Figure 1. Routed metal, one color a layer.
(4 px per um) Only two layers are drawn.
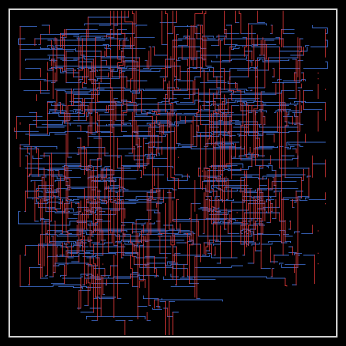
Figure 2. M3 wires.
(4 px per um)
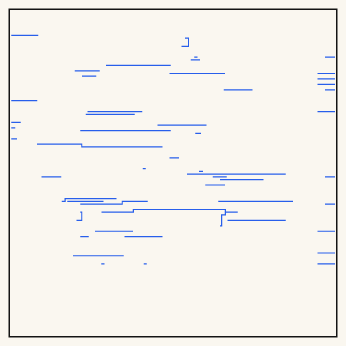
===== config.mk =====
export PLATFORM = sky130hd
export DESIGN_NAME = vga_frame_loader
export DESIGN_NICKNAME = d
export VERILOG_FILES = /design/src/rtl/vga_frame_loader.sv
export SDC_FILE = /design/constraint.sdc
export NUM_CORES = 1
export LEC_CHECK = 0
export ABC_CLOCK_PERIOD_IN_PS = 6600
export CAP_MARGIN = 20
export CORE_MARGIN = 2
export CORE_UTILIZATION = 55
export DETAILED_ROUTE_END_ITERATION = 6
export PLACE_DENSITY = 0.79
export SLEW_MARGIN = 0
export SYNTH_ARGS = -nofsm -noshare
export SYNTH_HDL_FRONTEND = slang
export SYNTH_SLANG_ARGS = --single-unit

===== constraint.sdc =====
create_clock -name clk -period 6.6 [get_ports clk]
set_clock_uncertainty 0.1 [all_clocks]
set_input_delay 1.65 -clock clk [delete_from_list [all_inputs] [get_ports clk]]
set_output_delay 1.65 -clock clk [all_outputs]
set_load 0.01 [all_outputs]

===== src/rtl/vga_frame_loader.sv =====
// Byte-stream to framebuffer write stage: after a sync byte, unpacks each payload byte into
// two 4-bit pixels written in raster order; aborts if the stream stalls for too long.
module vga_frame_loader #(
    parameter int unsigned IMG_W          = 640,
    parameter int unsigned IMG_H          = 480,
    parameter logic [7:0]  SYNC_BYTE      = 8'hA5,
    parameter int unsigned TIMEOUT_CYCLES = 1000000,
    localparam int unsigned NUM_PIX       = IMG_W * IMG_H,
    localparam int unsigned ADDR_W        = $clog2(NUM_PIX)
) (
    input  logic              clk,
    input  logic              reset,
    input  logic [7:0]        s_data,
    input  logic              s_valid,
    output logic              s_ready,
    output logic              wr_en,
    output logic [ADDR_W-1:0] wr_addr,
    output logic [3:0]        wr_data,
    output logic              busy,
    output logic              frame_done,
    output logic              error
);

    localparam int unsigned TO_W = $clog2(TIMEOUT_CYCLES + 1);

    if (NUM_PIX % 2 != 0) begin : g_odd_pixels
        $error("IMG_W*IMG_H must be even");
    end
    if (TIMEOUT_CYCLES < 1) begin : g_bad_timeout
        $error("TIMEOUT_CYCLES must be at least 1");
    end

    typedef enum logic [1:0] {StIdle, StLoadHi, StLoadLo} state_e;

    state_e            state;
    logic [ADDR_W-1:0] cnt;
    logic [TO_W-1:0]   to_cnt;
    logic [3:0]        pending;
    logic              xfer;

    assign xfer = s_valid && s_ready;

    always_ff @(posedge clk) begin
        if (reset) begin
            state      <= StIdle;
            cnt        <= '0;
            to_cnt     <= '0;
            pending    <= '0;
            s_ready    <= 1'b0;
            wr_en      <= 1'b0;
            wr_addr    <= '0;
            wr_data    <= '0;
            busy       <= 1'b0;
            frame_done <= 1'b0;
            error      <= 1'b0;
        end else begin
            wr_en      <= 1'b0;
            frame_done <= 1'b0;
            error      <= 1'b0;
            // busy stays up through the done/error pulse; a new sync below overrides the clear
            if (frame_done || error) begin
                busy <= 1'b0;
            end
            unique case (state)
                StIdle: begin
                    s_ready <= 1'b1;
                    if (xfer && s_data == SYNC_BYTE) begin
                        state  <= StLoadHi;
                        busy   <= 1'b1;
                        cnt    <= '0;
                        to_cnt <= '0;
                    end
                end
                StLoadHi: begin
                    if (xfer) begin
                        wr_en   <= 1'b1;
                        wr_addr <= cnt;
                        wr_data <= s_data[7:4];
                        pending <= s_data[3:0];
                        to_cnt  <= '0;
                        s_ready <= 1'b0;
                        state   <= StLoadLo;
                    end else if (to_cnt == TO_W'(TIMEOUT_CYCLES - 1)) begin
                        error  <= 1'b1;
                        to_cnt <= '0;
                        state  <= StIdle;
                    end else begin
                        to_cnt <= to_cnt + TO_W'(1);
                    end
                end
                StLoadLo: begin
                    wr_en   <= 1'b1;
                    wr_addr <= cnt + ADDR_W'(1);
                    wr_data <= pending;
                    cnt     <= cnt + ADDR_W'(2);
                    s_ready <= 1'b1;
                    if (cnt == ADDR_W'(NUM_PIX - 2)) begin
                        frame_done <= 1'b1;
                        state      <= StIdle;
                    end else begin
                        state <= StLoadHi;
                    end
                end
                default: state <= StIdle;
            endcase
        end
    end

endmodule


==> impl_metrics.tcl <==
# flow metrics
set metrics [dict create \
    outcome "finished, final reports clean" \
    power_uw 893 \
    dieArea_sq_um 6640 \
    p_comb_frac 0.023 \
    vias_per_cell 5.77 \
    rr_worst_depth 7 \
    seqPwrFrac 0.487 \
    finalSetupViolations 0 \
    die_x_um 81.5 \
    fp.dieH_um 81.5 \
    edf_count 0 \
    top_cells_by_count "dfxtp_1 (72), nand2_1 (65), nor2_1 (37)" \
    relSlewSlack 0.356 \
    p_seq_uw 435 \
    syn2layout_area_growth_pct 20.8 \
    dr.first_iter.drc_count 139 \
    fp_util 0.565 \
    reg.largest.list "to_cnt x20, wr_addr x19, cnt x18" \
    syn_area_sq_um 3300 \
    rr_endpoint "to_cnt[13]" \
    holdPathStages 2 \
    reg2reg_slack_ps 3720 \
    clk_path_buf_depth 2 \
    top_register "to_cnt" \
    cts_hold_buffers 0 \
    post-route-util 0.682 \
    io-pin-count 39 \
    top_cells_by_area "dfxtp_1 (44%), nand2_1 (7.4%), a21oi_1 (5.5%)" \
    clock_sinks 72 \
    grt_pass1_wl_mm 12.3 \
    final_cells 506 \
    htree_levels 3 \
    clk-power_uw 438 \
    critPathArrivalTime_ps 4310 \
    worst_pin_slew_ps 959 \
    hold_end "wr_addr[14]" \
    syn-mean-instance-area_sq_um 8.49 \
    cap_viol_max_count 0 \
    first_pass_iters 4 \
    path_class "in -> reg" \
    post_cts_resized 0 \
]
## Picture notes: Figure 1
[red] met2 | wire length: 3420 um
[blue] met1 | wire length: 3440 um
final WL: 7.41 mm
routed via count: 2921
DR WL/cell: 14.6 um
Tot GR Track Use: 0.240

## Picture notes: Figure 2
main direction: horizontal
nets with wire on the layer: 39
grt met3 use: 0.0418

## critical path, cell delays in order
cell             delay (ps)
clkdlybuf4s50_1         420
or4b_4                  580
nor4_4                  740
nor3_1                  250
nor2_1                  560
nor2_1                  110
## layout make-up
| cell class | count | area, sq um |
|---|---|---|
| Multi-Input combinational cell | 295 | 1770 |
| Clock inverter | 4 | 98.8 |
| Inverter | 7 | 26.3 |
| Timing Repair Buffer | 41 | 403 |
| Tap cell | 75 | 93.8 |
| Sequential cell | 72 | 1440 |
| Clock buffer | 12 | 155 |
| Fill cell | 466 | 1860 |
## routing by layer
metal  part of all wire  global-route usage  up-vias
met5                  0                   0        -
met2               0.46               0.375       79
met1               0.46               0.322     1351
li1                   -                   -     1476
met3              0.054              0.0418       15
met4              0.020               0.115        0
## cells by family (layout without fill, tap and decap cells)
| family | after synthesis | count (layout) | synth area share |
|---|---|---|---|
| AND/OR/NAND/NOR | 173 | 173 | 0.261 |
| flip-flops | 72 | 72 | 0.436 |
| buffers and inverters | 22 | 64 | 0.0276 |
| adder cells (fa/ha/maj) | 6 | 6 | 0.0227 |
| AND-OR/OR-AND | 94 | 94 | 0.192 |
| XOR/XNOR | 17 | 17 | 0.0451 |
| multiplexers | 5 | 5 | 0.0152 |
## worst max-delay path by stage
| stage | from | endpoint | slack [ps] | cells after the start |
|---|---|---|---|---|
| 2_1_floorplan | s_data[1] | to_cnt[11] | 3080 | 6 |
| 3_3_place_gp | s_data[1] | to_cnt[7] | 2130 | 6 |
| 3_5_place_dp | s_data[1] | to_cnt[7] | 2090 | 6 |
| 4_1_cts | s_data[1] | to_cnt[7] | 2430 | 6 |
| 5_1_grt | s_data[1] | to_cnt[7] | 2160 | 6 |
| 6_report | s_data[1] | to_cnt[13] | 2400 | 6 |
